**src/rtl/bin_to_bcd_if.sv**
```systemverilog
// bin_to_bcd_if: request/result bundle between the converter and its user
//   start, bin_in                      : conversion request and binary operand
//   busy, done, BCD_code, valid_BCD,
//   overflow                           : converter status and registered result
interface bin_to_bcd_if #(
    parameter int BIN_WIDTH = 14,
    parameter int DIGITS    = 4
);
    logic                  start;
    logic [BIN_WIDTH-1:0]  bin_in;
    logic                  busy;
    logic                  done;
    logic [4*DIGITS-1:0]   BCD_code;
    logic                  valid_BCD;
    logic                  overflow;
    modport master (output start, bin_in, input busy, done, BCD_code, valid_BCD, overflow);
    modport slave  (input start, bin_in, output busy, done, BCD_code, valid_BCD, overflow);
endinterface

```
**src/rtl/bin_to_bcd_converter.sv**
```systemverilog
// bin_to_bcd_converter: sequential double-dabble binary-to-BCD converter, one bit per clock
//   clk   : system clock, rising edge
//   reset : asynchronous active-low reset
//   bus   : slave side of bin_to_bcd_if (start/bin_in in; busy/done/BCD_code/valid_BCD/overflow out)
module bin_to_bcd_converter #(
    parameter int BIN_WIDTH = 14,
    parameter int DIGITS    = 4
) (
    input logic         clk,
    input logic         reset,
    bin_to_bcd_if.slave bus
);
    localparam int MAX_VAL = 10**DIGITS - 1;
    localparam int CW      = $clog2(BIN_WIDTH + 1);
    localparam int DW      = 4*DIGITS;
    typedef enum logic [1:0] {IDLE, SHIFT, DONE} state_t;
    state_t               state_q, state_d;
    logic [BIN_WIDTH-1:0] shift_q, shift_d;
    logic [DW-1:0]        scratch_q, scratch_d, adj, bcd_q, bcd_d;
    logic [CW-1:0]        cnt_q, cnt_d;
    logic                 ovf_q, ovf_d, busy_q, busy_d, done_q, done_d;
    logic                 valid_q, valid_d, ovf_out_q, ovf_out_d;

    // add-3 correction on every digit that would overflow past 9 once doubled
    always_comb begin
        adj = scratch_q;
        for (int i = 0; i < DIGITS; i++)
            if (scratch_q[4*i +: 4] >= 4'd5) adj[4*i +: 4] = scratch_q[4*i +: 4] + 4'd3;
    end

    always_comb begin
        state_d   = state_q;
        shift_d   = shift_q;
        scratch_d = scratch_q;
        cnt_d     = cnt_q;
        ovf_d     = ovf_q;
        busy_d    = busy_q;
        done_d    = 1'b0;
        bcd_d     = bcd_q;
        valid_d   = valid_q;
        ovf_out_d = ovf_out_q;
        case (state_q)
            IDLE: if (bus.start) begin
                state_d   = SHIFT;
                shift_d   = bus.bin_in;
                scratch_d = '0;
                cnt_d     = CW'(BIN_WIDTH);
                ovf_d     = int'(bus.bin_in) > MAX_VAL;
                busy_d    = 1'b1;
            end
            SHIFT: begin
                // bits carried out of the top digit only occur for saturated inputs
                {scratch_d, shift_d} = {adj, shift_q} << 1;
                cnt_d                = cnt_q - CW'(1);
                if (cnt_q == CW'(1)) state_d = DONE;
            end
            DONE: begin
                state_d   = IDLE;
                bcd_d     = ovf_q ? {DIGITS{4'h9}} : scratch_q;
                ovf_out_d = ovf_q;
                valid_d   = 1'b1;
                done_d    = 1'b1;
                busy_d    = 1'b0;
            end
            default: state_d = IDLE;
        endcase
    end

    always_ff @(posedge clk or negedge reset) begin
        if (!reset) begin
            state_q   <= IDLE;
            shift_q   <= '0;
            scratch_q <= '0;
            cnt_q     <= '0;
            ovf_q     <= 1'b0;
            busy_q    <= 1'b0;
            done_q    <= 1'b0;
            bcd_q     <= '0;
            valid_q   <= 1'b0;
            ovf_out_q <= 1'b0;
        end else begin
            state_q   <= state_d;
            shift_q   <= shift_d;
            scratch_q <= scratch_d;
            cnt_q     <= cnt_d;
            ovf_q     <= ovf_d;
            busy_q    <= busy_d;
            done_q    <= done_d;
            bcd_q     <= bcd_d;
            valid_q   <= valid_d;
            ovf_out_q <= ovf_out_d;
        end
    end

    assign bus.busy      = busy_q;
    assign bus.done      = done_q;
    assign bus.BCD_code  = bcd_q;
    assign bus.valid_BCD = valid_q;
    assign bus.overflow  = ovf_out_q;
endmodule

```
**src/flat_wrapper.sv**
```systemverilog
// flat-port wrapper written by rule: the top's interface ports become plain ports
module bin_to_bcd_converter_flat 
#(
    parameter int BIN_WIDTH = 14,
    parameter int DIGITS    = 4
)
  (clk, reset, bus_start, bus_bin_in, bus_busy, bus_done, bus_BCD_code, bus_valid_BCD, bus_overflow);
  bin_to_bcd_if #(.BIN_WIDTH(BIN_WIDTH), .DIGITS(DIGITS)) bus_i ();
  input logic clk;
  input logic reset;
  input wire logic [$bits(bus_i.start)-1:0] bus_start;
  input wire logic [$bits(bus_i.bin_in)-1:0] bus_bin_in;
  output wire logic [$bits(bus_i.busy)-1:0] bus_busy;
  output wire logic [$bits(bus_i.done)-1:0] bus_done;
  output wire logic [$bits(bus_i.BCD_code)-1:0] bus_BCD_code;
  output wire logic [$bits(bus_i.valid_BCD)-1:0] bus_valid_BCD;
  output wire logic [$bits(bus_i.overflow)-1:0] bus_overflow;
  assign bus_i.start = bus_start;
  assign bus_i.bin_in = bus_bin_in;
  assign bus_busy = bus_i.busy;
  assign bus_done = bus_i.done;
  assign bus_BCD_code = bus_i.BCD_code;
  assign bus_valid_BCD = bus_i.valid_BCD;
  assign bus_overflow = bus_i.overflow;
  bin_to_bcd_converter #(.BIN_WIDTH(BIN_WIDTH), .DIGITS(DIGITS)) u_core (.clk(clk), .reset(reset), .bus(bus_i));
endmodule
```
**config.mk**
```make
export PLATFORM = sky130hd
export DESIGN_NAME = bin_to_bcd_converter_flat
export DESIGN_NICKNAME = d
export VERILOG_FILES = /design/src/rtl/bin_to_bcd_if.sv /design/src/rtl/bin_to_bcd_converter.sv /design/src/flat_wrapper.sv
export SDC_FILE = /design/constraint.sdc
export NUM_CORES = 1
export LEC_CHECK = 0
export ABC_AREA = 0
export CAP_MARGIN = 25
export CORE_MARGIN = 2
export CORE_UTILIZATION = 57
export CTS_CLUSTER_DIAMETER = 30
export CTS_CLUSTER_SIZE = 30
export DETAILED_ROUTE_END_ITERATION = 7
export PLACE_DENSITY = 0.82
export SETUP_SLACK_MARGIN = 0.5
export SLEW_MARGIN = 10
export SYNTH_ARGS = -nofsm -noshare
export SYNTH_HDL_FRONTEND = slang
export SYNTH_SLANG_ARGS = --single-unit
```
**constraint.sdc**
```tcl
create_clock -name clk -period 2.1 [get_ports clk]
set_clock_uncertainty 0.1 [all_clocks]
set_input_delay 0.21 -clock clk [delete_from_list [all_inputs] [get_ports clk]]
set_output_delay 0.21 -clock clk [all_outputs]
set_load 0.02 [all_outputs]
```
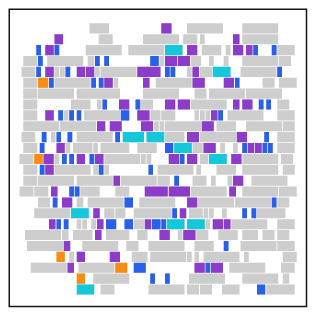
Figure 1: run 1, logic cells by family.
(4 px per µm)
Key: orange = AND and OR gates [cells 5, most used and3_1]; blue = NAND gates [cells 64, most used nand2_1]; cyan = adder and majority cells [cells 10, most used ha_1]; purple = inverting AOI/OAI gates [cells 67, most used o21ai_0, where all over the die]

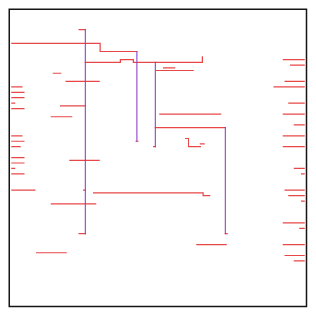
Figure 2: run 1, metal layers overlaid.
(4 px per µm) Two of the layers only.
Key: red = met3 [wire length 314 µm]; purple = met4 [wire length 121 µm]

==> run notes, run 1 <==
yosys + openroad results -> Post-synth ARST share 1.00, PwrDens approximately 1500 mW/mm², average size of a mapped cell a little under 10 µm², CP peak stage delay about 590 ps, Critical Path RT between 1500 and 2000 ps, # Cells Yosys 283, CORE AREA 0.00472 mm², clock network power just over 1000 µW, input/output buffers 36, max frequency 644 MHz, outcome finished clean, Yosys reg bits 57, setup TNS 0 ps, Top cells excl fill/tap dfrtp_1 (56), nand2_1 (55), nor2_1 (21), Clock Path Buffers 2, top power group combinational logic, Pint around 3100 µW, Max Slew Vio Count 0, global route hottest layer met2, Synth Cell Area about 0.0028 mm², Clock power frac 0.204, Mapped Cells 283, WP buf/inv 1, worst-path cell chain clkdlybuf4s50_1, Antenna diodes 0, critical path launch point u_core.bus.done, GRT overflow 0, final WL 5560 µm, met2 WL 2670 µm, placer congestion estimate 0.869, ANT nets after route 0, register area share after synthesis 0.511, die area 0.00547 mm², crit path kind reg2out, tool warnings 32, vias in the first global route roughly 2.2k, CP Max Fanout 1, R2R Path Start u_core.scratch_q[8], drt pass-1 iters 4, final worst slack 548 ps, Die Y about 74 µm, DRC viols 0, Logic power comb 2090 µW, P_leak 0.00173 µW, Reg power frac 0.379, Layout Nets 348, GR Util met2 0.391, FP Rows 25, First DRT Iteration DRCs approximately 180, cell accounting for the most synthesized area dfrtp_1, distinct lib cells 37, Comb pwr share 0.418, crit start category flip-flop, M1 wire length 2460 µm, delay-heaviest family, CP buffers and inverters, top cells, area dfrtp_1 (51%), nand2_1 (7.4%), ha_1 (4.5%), WL per Instance 14.2 µm, top cells by count dfrtp_1 (57), nand2_1 (55), nor2_1 (21), inv_1 (20), o21ai_0 (16), Area leader share 0.511
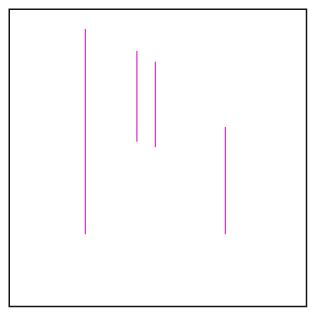
Figure 3: run 1, metal 4.
(4 px per µm)
The longest straight run is 51.0 µm. The layer carries 121 µm of wire.

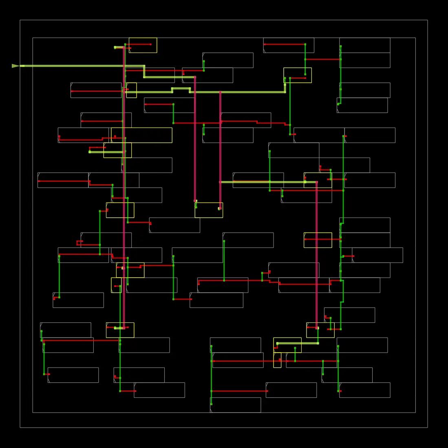
Figure 4: run 1, clock routing.
Clock Buffer Count: 12
Num CTS Buffers: 9

[run 1: cells by family after synthesis]
logic type               after synthesis  share of synthesized area
AND/OR/NAND/NOR                       97                      0.152
AND-OR/OR-AND                         78                      0.201
flip-flops                            57                      0.511
buffers and inverters                 37                     0.0767
adder cells (fa/ha/maj)               10                     0.0449
XOR/XNOR                               3                    0.00942
multiplexers                           1                    0.00404
[run 1: cell type report]
type	instances	area (µm²)
timing repair buffer	44	469
clock inverter	3	40.0
fill	342	1280
inverter	20	75.1
sequential	57	1430
clock buffer	12	155
tap	67	83.8
multi-input combinational	189	1190
[run 1: path summary, 6_finish.rpt]
check                                    endpoint  slack, ps  cells after the start
hold / removal             u_core.bus.BCD_code[1]        300                      3
setup / recovery                         bus_done        550                      1
hold reg to reg              u_core.bus.valid_BCD        370                      1
min in group clk                u_core.shift_q[3]        340                      3
setup reg to reg             u_core.scratch_q[12]        550                      5
max in group asynchronous     u_core.scratch_q[0]       1340                      3
[run 1: stage by stage]
| stage | total power [µW] | area (µm²) | std cells |
|---|---|---|---|
| 6_report | 5000 | 3440 | 392 |
| 5_1_grt | 5380 | 3440 | 392 |
| 3_3_place_gp | 3860 | 3180 | 376 |
| 4_1_cts | 4950 | 3370 | 392 |
| 2_1_floorplan | 3370 | 2790 | 283 |
| 3_5_place_dp | 3960 | 3180 | 376 |
[run 1: what timing repair did]
action | CTS | global route
gates resized | 10 | 23
hold endpoints to repair | 57 | 0
hold buffers | 1 | 0
endpoints found under the setup margin | 10 | 27
[run 1: registers in the layout (all words and copies together), names as in the netlist]
name / count
u_core.ovf_q: 1
u_core.cnt_q: 4
u_core.shift_q: 14
u_core.bus.overflow: 1
u_core.bus.BCD_code: 16
u_core.state_q: 2
u_core.bus.busy: 1
u_core.bus.done: 1
u_core.scratch_q: 16
u_core.bus.valid_BCD: 1
==> run 1 -> run 2 <==
CORE_UTILIZATION = 55   (was 57)
PLACE_DENSITY = 0.8   (was 0.82)
clock period = 1.6 ns   (was 2.1 ns; I/O delays follow)
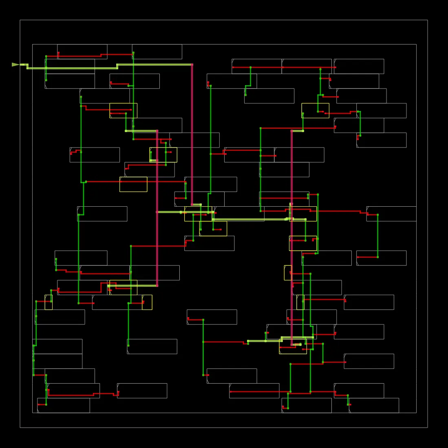
Figure 5: run 2, clock routing.
Latency at later pin: 340 ps
Clock Buffer Count: 13
clk sink count: 57

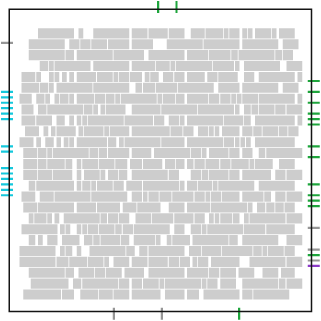
Figure 6: run 2, pin placement.
(4 px per µm) Pins as bars across the die edge, other pins in gray.
Key: purple = bus_done [pins 1, direction output, edge east]; green = bus_BCD_code [pins 16, direction output, edge 13 east, 2 north, 1 south]; cyan = bus_bin_in [pins 14, direction input, edge west]

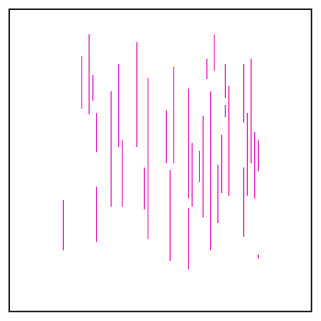
Figure 7: run 2, metal 4.
(4 px per µm)
The longest straight run is 40.1 µm. 32 nets have wire on it. The wires run mostly vertical. The layer carries 587 µm of wire.

==> run notes, run 2 <==
yosys + openroad results -> Yosys reg bits 57 (unchanged), average size of a mapped cell 9.85 µm² (unchanged), Reg2Reg Depth 5 (unchanged), final WL 10100 µm (+82%), placer congestion estimate 0.891 (+2.6%), Synth Cell Area 0.00279 mm² (unchanged), CTS Hold Bufs 1 (unchanged), Die Y 75.2 µm (+1.7%), post-cts resize count 174 (+164), GR Util All Layers 0.284, DRC viols 0 (unchanged), PwrDens 1980 mW/mm² (+36%), Post-synth ARST share 1.00 (unchanged), outcome finished clean, vias in the first global route 2511 (+16%), drt pass-1 iters 7 (+3), Clock Path Buffers 2 (unchanged), R2R Path Start u_core.scratch_q[1], register area share after synthesis 0.511 (unchanged), critical path launch point u_core.scratch_q[1], CP Max Fanout 4 (+3), Reg2Reg Capture Point u_core.scratch_q[4], P_leak 0.00205 µW (+18%), Num CTS Buffers 9 (unchanged), DR vias/cell 6.40, WL per Instance 22.2 µm (+56%), Top cells excl fill/tap dfrtp_1 (53), buf_4 (47), nand2_1 (40), Clock power frac 0.132 (-0.072), crit start category flip-flop, input/output buffers 36 (unchanged), Antenna diodes 0 (unchanged), Max Slew Vio Count 0 (unchanged), ANT nets after route 0 (unchanged), Hold EP u_core.shift_q[5], crit path capture type flip-flop, hold path depth 3, # fillers 172 (-50%), met2 WL 4920 µm (+85%), # Cells Yosys 283 (unchanged), M1 wire length 3700 µm (+51%), crit path kind reg2reg, GRT overflow 0 (unchanged), Pint 5050 µW (+64%), GR Util met2 0.480 (+0.0887), FP Rows 25 (unchanged), Reg power frac 0.308 (-0.071), First DRT Iteration DRCs 327 (+86%), Area leader share 0.511 (unchanged), Layout Nets 414 (+19%), max frequency 663 MHz, tool warnings 34 (+6.3%), worst setup path end u_core.scratch_q[4], io pins 37, R2R setup slack 90 ps (-450 ps), Comb pwr share 0.560 (+0.142), distinct lib cells 37 (unchanged), final worst slack 92.6 ps (-455 ps), die area 0.00566 mm² (+3.4%)
run 2: cell count changes in the layout (fill, tap and decap cells not counted), sizes merged:
cell	delta
o21ba	+1
clkinv	-1
dlymetal6s2s	-8
clkbuf	+2
dlygate4sd2	-8
clkdlybuf4s50	-4
buf	+81
bufinv	-1
nand2b	+3
run 2: logic make-up after synthesis:
family                   synth area share
adder cells (fa/ha/maj)            0.0449
multiplexers                      0.00404
AND-OR/OR-AND                       0.201
flip-flops                          0.511
XOR/XNOR                          0.00942
AND/OR/NAND/NOR                     0.152
buffers and inverters              0.0767
run 2: through the flow:
| stage | std cells | hold slack, ps | setup TNS (ps) | total power [µW] | area [µm²] |
|---|---|---|---|---|---|
| after floorplan | 283 | -236 | 0 | 4690 | 2940 |
| after global placement | 380 | -8.44 | -41.1 | 5380 | 3350 |
| after detailed placement | 380 | -11.2 | -51.8 | 5500 | 3350 |
| after CTS | 430 | 141 | 0 | 7360 | 4030 |
| after global routing | 457 | 84.5 | -28.3 | 9140 | 4430 |
| final | 457 | 42.2 | 0 | 8760 | 4430 |
run 2: final cells by class:
class	count	area, µm²	share of cell area
tap	67	83.8	0.0189
clock buffer	13	149	0.0336
sequential	57	1430	0.323
timing repair buffer	106	1090	0.247
clock inverter	1	5.00	0.00113
multi-input combinational	193	1590	0.359
inverter	20	77.6	0.0175
run 2: power by group through the flow:
stage	clock, µW	combinational, µW	sequential [µW]
3_3_place_gp	0	2880	2510
3_5_place_dp	0	2970	2530
5_1_grt	1200	5200	2740
2_1_floorplan	0	2090	2600
6_report	1150	4910	2700
4_1_cts	1110	3680	2570
run 2: critical path, stage by stage, from the launching register on:
cell and delay, ps:
dfrtp_1 450, inv_2 100, ha_4 170, nor2b_4 130, o21a_1 210, o32ai_2 240
Figure 8. Logic cells by family (run 2).
(4 px per µm)
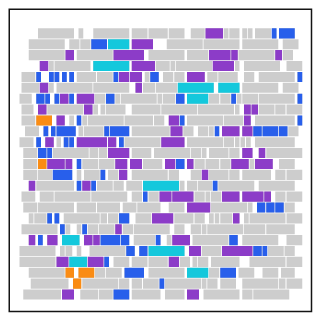

==> run 2 -> run 3 <==
CORE_MARGIN = 10   (was 2)
PLACE_DENSITY = default   (was 0.8)
PLACE_DENSITY_LB_ADDON = 0.3   (was default)
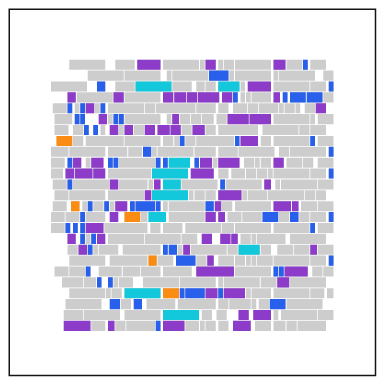
Figure 9: run 3, logic cells by family.
(4 px per µm)
Key: blue = NAND gates [cells 64, most used nand2_1]; purple = inverting AOI/OAI gates [cells 67, most used a31oi_1]; orange = AND and OR gates [cells 5, most used and3_1]; cyan = adder and majority cells [cells 10, most used ha_4]

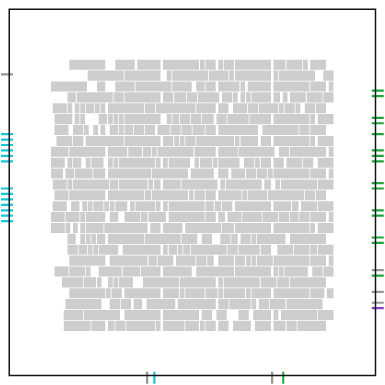
Figure 10: run 3, pin placement.
(4 px per µm) Pins as bars across the die edge, other pins in gray.
Key: green = bus_BCD_code [pins 16, direction output, edge 15 east, 1 south]; cyan = bus_bin_in [pins 14, direction input, edge 13 west, 1 south]; purple = bus_done [pins 1, direction output, edge east]
All pins by edge: 19 east, 14 west, 4 south.

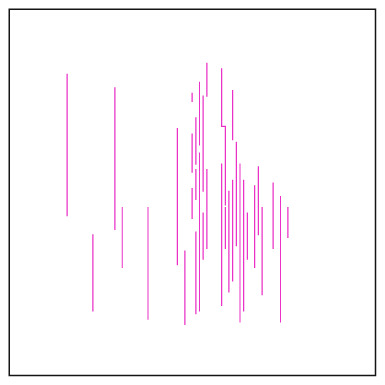
Figure 11: run 3, metal 4.
(4 px per µm)
The layer carries 729 µm of wire. The layer holds 6.7% of the routed length. The longest straight run is 39.4 µm. 34 nets have wire on it. The wires run mostly vertical.

==> run notes, run 3 <==
yosys + openroad results -> Comb pwr share 0.543 (-0.017), critical path launch point u_core.scratch_q[4], CP peak stage delay 470 ps (+20 ps), Num CTS Buffers 9 (unchanged), violated checks negative setup slack, worst setup path end u_core.scratch_q[7], number of cells on the critical path 5 (unchanged), WP buf/inv 2 (+1), io pins 37 (unchanged), Pint 5510 µW (+9.0%), placed cells 379 (-0.26%), Yosys reg bits 57 (unchanged), drt pass-1 iters 7 (unchanged), ANT nets after route 0 (unchanged), Clock power frac 0.170 (+0.038), FP Rows 25 (unchanged), Clock Path Buffers 2 (unchanged), GR Util All Layers 0.187 (-0.0971), R2R Path Start u_core.scratch_q[4], Reg2Reg Depth 5 (unchanged), final worst slack -58.9 ps (-152 ps), # Cells Yosys 283 (unchanged), P_leak 0.00207 µW (+1.2%), Hold EP u_core.shift_q[6], Reg2Reg Capture Point u_core.scratch_q[7], Gate Area 0.00151 mm² (-5.0%), vias in the first global route 2620 (+4.3%), Latency at later pin 370 ps (+30 ps), final WL 10900 µm (+7.9%), Final setup viols 1, register area share after synthesis 0.511 (unchanged), DR vias/cell 6.51 (+1.7%), Post-synth ARST share 1.00 (unchanged), distinct lib cells 37 (unchanged), crit start category flip-flop, First DRT Iteration DRCs 348 (+6.4%), Antenna diodes 0 (unchanged), Reg power frac 0.286 (-0.022), Max Slew Vio Count 0 (unchanged), setup TNS -58.9 ps (-58.9 ps), R2R setup slack -60 ps (-150 ps), WL per Instance 24.0 µm (+8.2%), PwrDens 2110 mW/mm² (+6.4%), Worst path slowest cell dfrtp_1, die area 0.00832 mm² (+47%), average size of a mapped cell 9.85 µm² (unchanged), storage element area 0.00143 mm² (about the same), Die Y 91.2 µm (+21%), DRC viols 0 (unchanged), outcome complete, but fails checks, delay-heaviest family, CP AND-OR/OR-AND gates, crit path capture type flip-flop, Area leader share 0.511 (unchanged), # fillers 148 (-14%), hold path depth 4 (+1), placer congestion estimate 0.793 (-11%), tool warnings 35 (+2.9%), WHS 135 ps (+92.7 ps)
run 3: per-layer routing:
| metal | up-vias | global-route usage | routed length [µm] |
|---|---|---|---|
| li1 | 1201 | - | - |
| met1 | 1433 | 0.210 | 4080 |
| met2 | 259 | 0.320 | 5160 |
| met3 | 76 | 0.0486 | 955 |
| met4 | 0 | 0.0940 | 728 |
| met5 | - | 0 | 0 |
run 3: kinds of logic after synthesis:
group | share of synthesized area
XOR/XNOR | 0.00942
AND-OR/OR-AND | 0.201
multiplexers | 0.00404
buffers and inverters | 0.0767
AND/OR/NAND/NOR | 0.152
adder cells (fa/ha/maj) | 0.0449
flip-flops | 0.511
run 3: final cells by class:
cell class	count	share of cell area
Clock buffer	14	0.0366
Clock inverter	2	0.0135
Tap cell	67	0.0189
Timing Repair Buffer	107	0.251
Sequential cell	57	0.323
Multi-Input combinational cell	189	0.340
Inverter	20	0.0175
run 3: worst min-delay path: stages:
cell,delay (ps)
dlymetal6s2s_1,130
buf_4,130
nand2_1,50
a31oi_1,80
run 3: power groups by stage:
stage	clock, µW	sequential (µW)	combinational, µW
after global routing	1660	2710	5330
after floorplan	0	2600	2090
after CTS	1520	2530	3690
after global placement	0	2510	2850
final	1590	2680	5080
after detailed placement	0	2540	2960
run 3: stage by stage:
step	setup WS (ps)	area (µm²)
after floorplan	296	2940
after global placement	-12.1	3310
after detailed placement	-73.6	3310
after CTS	232	3960
after global routing	-20.8	4440
final	-58.9	4440
run 3: timing repair:
action	in CTS	in global routing
gates resized	137	59
setup buffers	32	22
hold endpoints to repair	57	0
gates cloned	2	4
pin swaps	4	24
endpoints found under the setup margin	75	77
hold buffers	1	0
No activity file was given, so power comes from the tool's default toggle rates.
